<file path="config.mk">
export PLATFORM = sky130hd
export DESIGN_NAME = md5_input_buf
export DESIGN_NICKNAME = d
export VERILOG_FILES = /design/src/rtl/md5_input_buf_pkg.sv /design/src/rtl/md5_input_slot_fsm.sv /design/src/rtl/md5_input_buf.sv
export SDC_FILE = /design/constraint.sdc
export NUM_CORES = 2
export LEC_CHECK = 0
export ABC_AREA = 1
export CORE_UTILIZATION = 45
export DETAILED_ROUTE_END_ITERATION = 12
export GPL_ROUTABILITY_DRIVEN = 0
export PLACE_DENSITY_LB_ADDON = 0.25
export SETUP_SLACK_MARGIN = 0.4
export SYNTH_ARGS = -nofsm -noshare
export SYNTH_HDL_FRONTEND = slang
export SYNTH_SLANG_ARGS = --single-unit
</file>
<file path="constraint.sdc">
create_clock -name CLK -period 3.45 [get_ports CLK]
set_clock_uncertainty 0.2 [all_clocks]
set_input_delay 1.035 -clock CLK [delete_from_list [all_inputs] [get_ports CLK]]
set_output_delay 1.035 -clock CLK [all_outputs]
set_load 0.02 [all_outputs]
</file>
<file path="src/rtl/md5_input_buf_pkg.sv">
// Shared types and helpers for the MD5 input block buffer.
package md5_input_buf_pkg;

  // Lifecycle of one (context, sequence) block slot.
  typedef enum logic [1:0] {
    SLOT_EMPTY   = 2'd0,
    SLOT_FILLING = 2'd1,
    SLOT_FULL    = 2'd2
  } slot_state_e;

  // Bit positions inside the per-block opcode.
  localparam int BLK_OP_IF_NEW_CTX      = 0;
  localparam int BLK_OP_END_COMP_OUTPUT = 1;

  // A message block is sixteen 32-bit words.
  localparam int WORDS_PER_BLK = 16;

  // Flat slot number for a (context, sequence) pair.
  function automatic int unsigned slot_idx(input int unsigned ctx,
                                           input int unsigned seq,
                                           input int unsigned n_seq);
    return ctx * n_seq + seq;
  endfunction

endpackage

</file>
<file path="src/rtl/md5_input_slot_fsm.sv">
// Per-slot state machine: EMPTY -> FILLING -> FULL -> EMPTY.
// Error pulses are combinational so the top can fold them into the sticky
// error register on the same clock edge that drops the offending access.
module md5_input_slot_fsm
  import md5_input_buf_pkg::*;
(
  input  logic        clk,
  input  logic        rst_n,
  input  logic        wr_hit,
  input  logic        commit,
  input  logic        rel_hit,
  output slot_state_e state,
  output logic        err_wr,
  output logic        err_rel
);

  // Slot lifecycle; release of a FULL slot wins over a same-cycle write.
  always_ff @(posedge clk or negedge rst_n) begin
    if (!rst_n) begin
      state <= SLOT_EMPTY;
    end else begin
      case (state)
        SLOT_EMPTY, SLOT_FILLING: begin
          if (wr_hit) state <= commit ? SLOT_FULL : SLOT_FILLING;
        end
        SLOT_FULL: begin
          if (rel_hit) state <= SLOT_EMPTY;
        end
        default: state <= SLOT_EMPTY;
      endcase
    end
  end

  assign err_wr  = wr_hit & (state == SLOT_FULL);
  assign err_rel = rel_hit & (state != SLOT_FULL);

endmodule

</file>
<file path="src/rtl/md5_input_buf.sv">
// Input block buffer for the MD5 core: one 16x32 block per (ctx, seq) slot,
// word-wise loader writes, registered random-access reads, explicit release,
// overwrite protection and sticky error flags.
//
// Handshake: the loader owns a slot while ready[slot]=1 and hands it over by
// asserting set_input_ready together with wr_en on the last word; the core
// owns it while loaded[slot]=1 and hands it back by pulsing release_req with
// rd_ctx/rd_seq addressing the slot. There is no backpressure; every accepted
// access completes in the cycle it is presented.
module md5_input_buf
  import md5_input_buf_pkg::*;
#(
  parameter  int N_CTX    = 2,
  parameter  int N_SEQ    = 2,
  parameter  int BLK_OP_W = 2,
  localparam int N_SLOT   = N_CTX * N_SEQ,
  localparam int CW       = (N_CTX > 1) ? $clog2(N_CTX) : 1,
  localparam int SW       = (N_SEQ > 1) ? $clog2(N_SEQ) : 1
) (
  input  logic                CLK,
  input  logic                RST_N,
  input  logic                wr_en,
  input  logic [31:0]         din,
  input  logic [3:0]          wr_addr,
  input  logic [CW-1:0]       input_ctx,
  input  logic [SW-1:0]       input_seq,
  input  logic [BLK_OP_W-1:0] input_blk_op,
  input  logic                set_input_ready,
  output logic [N_SLOT-1:0]   ready,
  output logic [N_SLOT-1:0]   loaded,
  input  logic                rd_en,
  input  logic [CW-1:0]       rd_ctx,
  input  logic [SW-1:0]       rd_seq,
  input  logic [3:0]          rd_addr,
  output logic [31:0]         dout,
  output logic [BLK_OP_W-1:0] dout_blk_op,
  output logic                dout_valid,
  input  logic                release_req,
  output logic [1:0]          err,
  input  logic                err_clr,
  output logic [2*N_SLOT-1:0] slot_state
);

  localparam int SLW   = (N_SLOT > 1) ? $clog2(N_SLOT) : 1;
  localparam int DEPTH = N_SLOT * WORDS_PER_BLK;

  logic                wr_ok;
  logic                rd_ok;
  logic [SLW-1:0]      wr_slot;
  logic [SLW-1:0]      rd_slot;
  logic                wr_accept;
  slot_state_e         state    [N_SLOT];
  logic [N_SLOT-1:0]   err_wr_v;
  logic [N_SLOT-1:0]   err_rel_v;
  logic [BLK_OP_W-1:0] blk_op_q [N_SLOT];
  logic [31:0]         mem      [DEPTH];

  // Out-of-range indices are silently ignored rather than aliased.
  assign wr_ok   = (32'(input_ctx) < N_CTX) && (32'(input_seq) < N_SEQ);
  assign rd_ok   = (32'(rd_ctx) < N_CTX) && (32'(rd_seq) < N_SEQ);
  assign wr_slot = SLW'(slot_idx(32'(input_ctx), 32'(input_seq), N_SEQ));
  assign rd_slot = SLW'(slot_idx(32'(rd_ctx), 32'(rd_seq), N_SEQ));

  // A write lands in memory only while the slot is still owned by the loader.
  assign wr_accept = wr_en & wr_ok & (state[wr_slot] != SLOT_FULL);

  for (genvar i = 0; i < N_SLOT; i++) begin : g_slot
    wire wr_hit  = wr_en & wr_ok & (wr_slot == SLW'(i));
    wire rel_hit = release_req & rd_ok & (rd_slot == SLW'(i));

    md5_input_slot_fsm u_fsm (
      .clk     (CLK),
      .rst_n   (RST_N),
      .wr_hit  (wr_hit),
      .commit  (wr_hit & set_input_ready),
      .rel_hit (rel_hit),
      .state   (state[i]),
      .err_wr  (err_wr_v[i]),
      .err_rel (err_rel_v[i])
    );

    assign ready[i]            = (state[i] != SLOT_FULL);
    assign loaded[i]           = (state[i] == SLOT_FULL);
    assign slot_state[2*i +: 2] = state[i];
  end

  // Word storage; no reset so it maps onto block RAM.
  always_ff @(posedge CLK) begin
    if (wr_accept) mem[{wr_slot, wr_addr}] <= din;
  end

  // Opcode is captured with the committing write.
  always_ff @(posedge CLK or negedge RST_N) begin
    if (!RST_N) begin
      for (int i = 0; i < N_SLOT; i++) blk_op_q[i] <= '0;
    end else if (wr_accept && set_input_ready) begin
      blk_op_q[wr_slot] <= input_blk_op;
    end
  end

  // Registered read port; a same-cycle write to the same word returns old data.
  always_ff @(posedge CLK or negedge RST_N) begin
    if (!RST_N) begin
      dout        <= '0;
      dout_blk_op <= '0;
      dout_valid  <= 1'b0;
    end else begin
      dout_valid <= 1'b0;
      if (rd_en && rd_ok) begin
        dout        <= mem[{rd_slot, rd_addr}];
        dout_blk_op <= blk_op_q[rd_slot];
        dout_valid  <= (state[rd_slot] == SLOT_FULL);
      end
    end
  end

  // Sticky error flags; a new error in the clearing cycle survives the clear.
  always_ff @(posedge CLK or negedge RST_N) begin
    if (!RST_N) begin
      err <= 2'b00;
    end else begin
      err[0] <= (|err_wr_v)  | (err[0] & ~err_clr);
      err[1] <= (|err_rel_v) | (err[1] & ~err_clr);
    end
  end

endmodule

</file>
Metal 2:
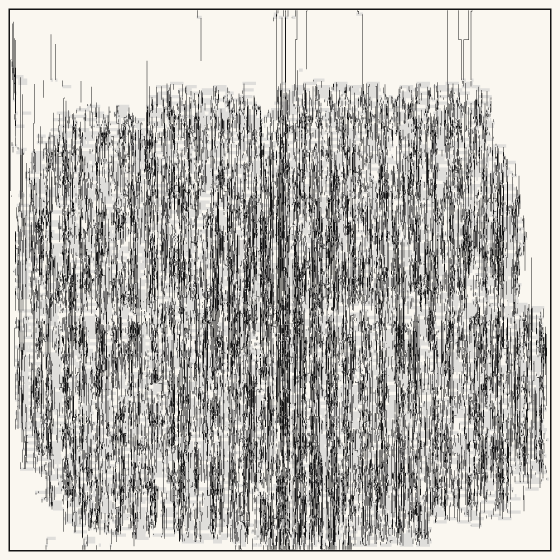
main direction = vertical
share of all routed wire = 45%

Metal 3:
The bar under the picture is 100 microns long.
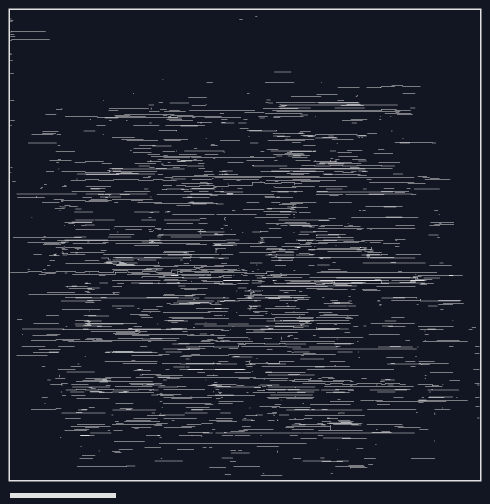
share of all routed wire = 9.5%
longest straight run = 160 microns
main direction = horizontal
Global Route met3 Usage: 5.12%
DRT Wirelength: 265000 microns
vias: 61492

Port wiring:
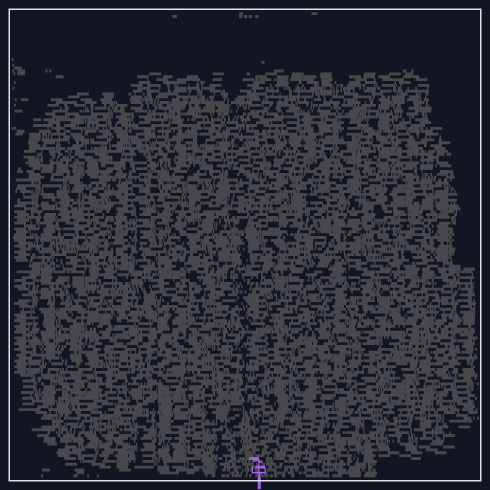
purple -> err  # bits 2, direction output, edge bottom, end cells 2, wire 56.1 microns
port bufs: 105
I/O pin count: 106

==> impl_metrics.ini <==
; synthesis and place-and-route metrics
[pwr]
peakVddDrop_v = 0.000492
clockPowerShare_pct = 41.0
switching_share_pct = 23.4
power_w = 0.0557
switchingPower_w = 0.0130
p_per_area_nw_per_um2 = 534
power_frac_comb_pct = 8.1
p_int_w = 0.0427

[floorplan]
die_width_microns = 445
dieArea_sq_um = 198000
die_h_microns = 445

[worst_setup_path]
crit_path_max_incr_delay_ns = 0.54
crit_arrival_ns = 1.78
start_kind = flop
path_buffers = 1
critPathSlowestCell = dfrtp_1
criticalPathCategory = flop to output port
cpLargestDelayFamily = flip-flops
end_kind = output port
crit_fanout = 2

[clock_tree]
cts_made_buffers = 207
htree_levels = 4
cts-root-buf = clkbuf_16
clkSlewWorstSetupHoldPaths_ns = 0.06
cts.sink_count = 2101
clockBufferDepth = 3
cts_tree = done
clock_latency_ns = 0.86

[yosys]
yosysUniqueCellTypes = 29
syn_area_per_cell_sq_um = 10.7
ys_warn_count = 0
ys_seq_share_pct = 71.0
yosys_cells = 8246
synth_nets = 8299
ys.flops = 2101
ys_area_sq_um = 88500
syn_inst = 8246

[placed_design]
dpl_cell_area_sq_um = 97500
post-dp-hpwl_microns = 163000
place_inst = 11018

[global_routing]
grt_pass1_wl_microns = 389000
track_usage_pct = 26.7
antenna_found_initial = 11
first_global_vias = 58864
overflow = 0
grt_max_degree = 75

[sta]
rsz0062_at_grt = false
setup_viol = 0
worst_pin_slew_ns = 0.816
tns_ns = 0
fmaxAchievable_ghz = 0.331
post-route-period-util_pct = 87.5
maxSlewHeadroom_pct = 45.6
slew_violations = 0
fin_crit_ns = 3.02

[cells_and_area]
finalNetCount = 8662
drive_above_1_share_pct = 10.6
most-common-layout-cells = nand2_1 (2442), edfxtp_1 (2048), nand3_1 (1257)
lay_top_count = nand2_1
logic_area_sq_um = 20400
utilization_pct = 53.4

[route]
drtPass1Iterations = 7
drt_iter0_drc = 8031
routedWlPerCell_microns = 23.2
ant_nets = 0

[status]
status = complete, no violations

[hold_path]
hp-class = input port to asynchronous set/reset pin
Cells coloured by class:
Fill, decap, tap and diode cells in grey.
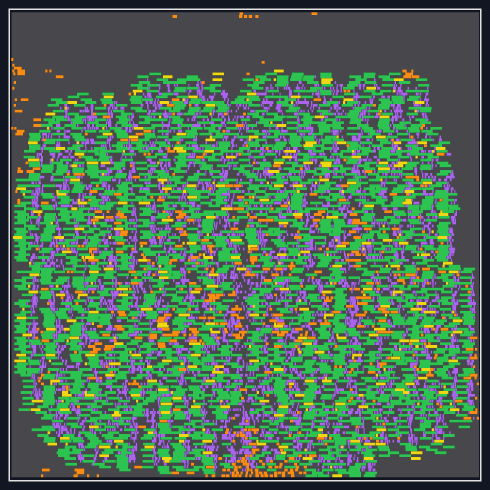
yellow -> clock drivers and dummy loads  # cells 385, share of their area 6.7%
green -> flip-flops  # cells 2101, share of their area 62%
orange -> other buffers and delay cells  # cells 603, share of their area 7.2%
purple -> all other logic  # cells 5696, share of their area 24%
row count: 162
flop share of the area: 60.2%
core footprint: 195000 sq um

Placement view:
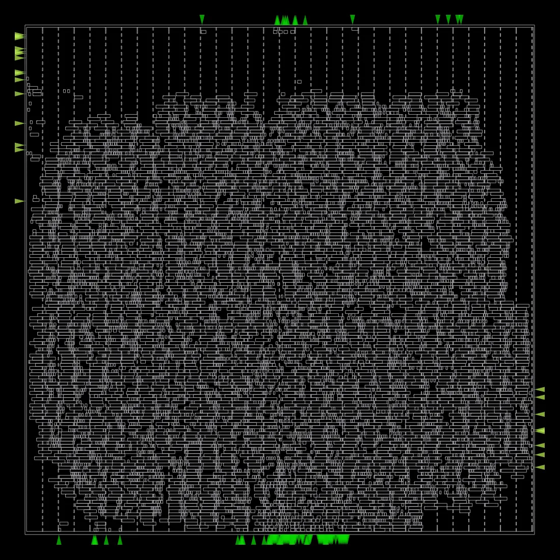
Tapcells: 2624
number of sequential cells: 2101
non-filler instance count after layout: 11419

-- what timing repair did --
item	CTS	global route
endpoints found under the setup margin	53	1
gates resized	92	2
buffers inserted	6	0
pin swaps	1	0
hold buffers	0	0
-- registers in the layout, summed over array words and instances, names as in the netlist --
| name | cells |
|---|---|
| mem | 2048 |
| dout_valid | 1 |
| dout_blk_op | 2 |
| blk_op_q | 8 |
| g_slot.u_fsm.state | 8 |
| dout | 32 |
| err | 2 |
-- cell families (layout without fill, tap and decap cells) --
group	Yosys count	in the layout	synth area share (%)
AND/OR/NAND/NOR	4412	4412	20.5
flip-flops	2101	2101	71.0
buffers and inverters	1425	1964	6.56
AND-OR/OR-AND	308	308	1.90
other	0	10	0
-- path summary, 6_finish.rpt --
kind | from | to | slack [ns] | cells past startpoint
setup / recovery | dout[15]$_DFFE_PN0P_ | dout[15] | 0.43 | 1
hold / removal | RST_N | g_slot[2].u_fsm.state[1]$_DFFE_PN0P_ | 0.13 | 2
setup reg to reg | g_slot[0].u_fsm.state[1]$_DFFE_PN0P_ | mem[12][11]$_DFFE_PP_ | 0.94 | 8
hold reg to reg | blk_op_q[1]$_DFFE_PN0P_ | blk_op_q[1]$_DFFE_PN0P_ | 0.27 | 2
max in group asynchronous | RST_N | dout[8]$_DFFE_PN0P_ | 2.30 | 2
min in group CLK | blk_op_q[1]$_DFFE_PN0P_ | blk_op_q[1]$_DFFE_PN0P_ | 0.27 | 2
-- power by group through the flow --
stage / registers, W / clock network, W / logic [W]
floorplan: 0.0289 / 0 / 0.00196
global placement: 0.0289 / 0 / 0.00443
detailed placement: 0.0289 / 0 / 0.00447
CTS: 0.0284 / 0.0230 / 0.00445
global route: 0.0284 / 0.0240 / 0.00480
finish: 0.0284 / 0.0228 / 0.00451
-- metal layers --
layer | vias up | GRT usage, % | part of all wire, %
met2 | 2884 | 40.9 | 45
met5 | - | 0 | 0.0083
met1 | 30053 | 37.6 | 41
met4 | 4 | 10.6 | 4.1
met3 | 454 | 5.12 | 9.5
li1 | 28097 | - | -
-- cell usage after synthesis (all sizes together) --
| cell | n | area, sq um |
|---|---|---|
| a41oi | 2 | 17.5 |
| a211oi | 1 | 7.51 |
| o2111ai | 1 | 8.76 |
| a22oi | 7 | 52.6 |
| a32oi | 1 | 8.76 |
| inv | 974 | 3660 |
| nand2 | 2443 | 9170 |
| o22ai | 1 | 6.26 |
| clkinv | 2 | 7.51 |
| clkbuf | 111 | 417 |
| nor3 | 1 | 5.00 |
| edfxtp | 2048 | 61500 |
| o221ai | 1 | 8.76 |
| nor2 | 703 | 2640 |
| nand3 | 1263 | 6320 |
| nand4 | 2 | 18.8 |
| o211ai | 39 | 293 |
| o21ai | 252 | 1260 |
| a21oi | 2 | 10.0 |
| a221oi | 1 | 8.76 |
| buf | 338 | 1720 |
| dfrtp | 53 | 1330 |
-- final cells by class --
cell class | instances | share of cell area, %
Tap cell | 2624 | 3.15
Sequential cell | 2101 | 60.2
Multi-Input combinational cell | 4720 | 19.6
Timing Repair Buffer | 603 | 6.93
Clock buffer | 260 | 5.28
Inverter | 976 | 3.55
Clock inverter | 125 | 1.25
Antenna cell | 10 | 0.0240
No activity file was given, so power comes from the tool's default toggle rates.
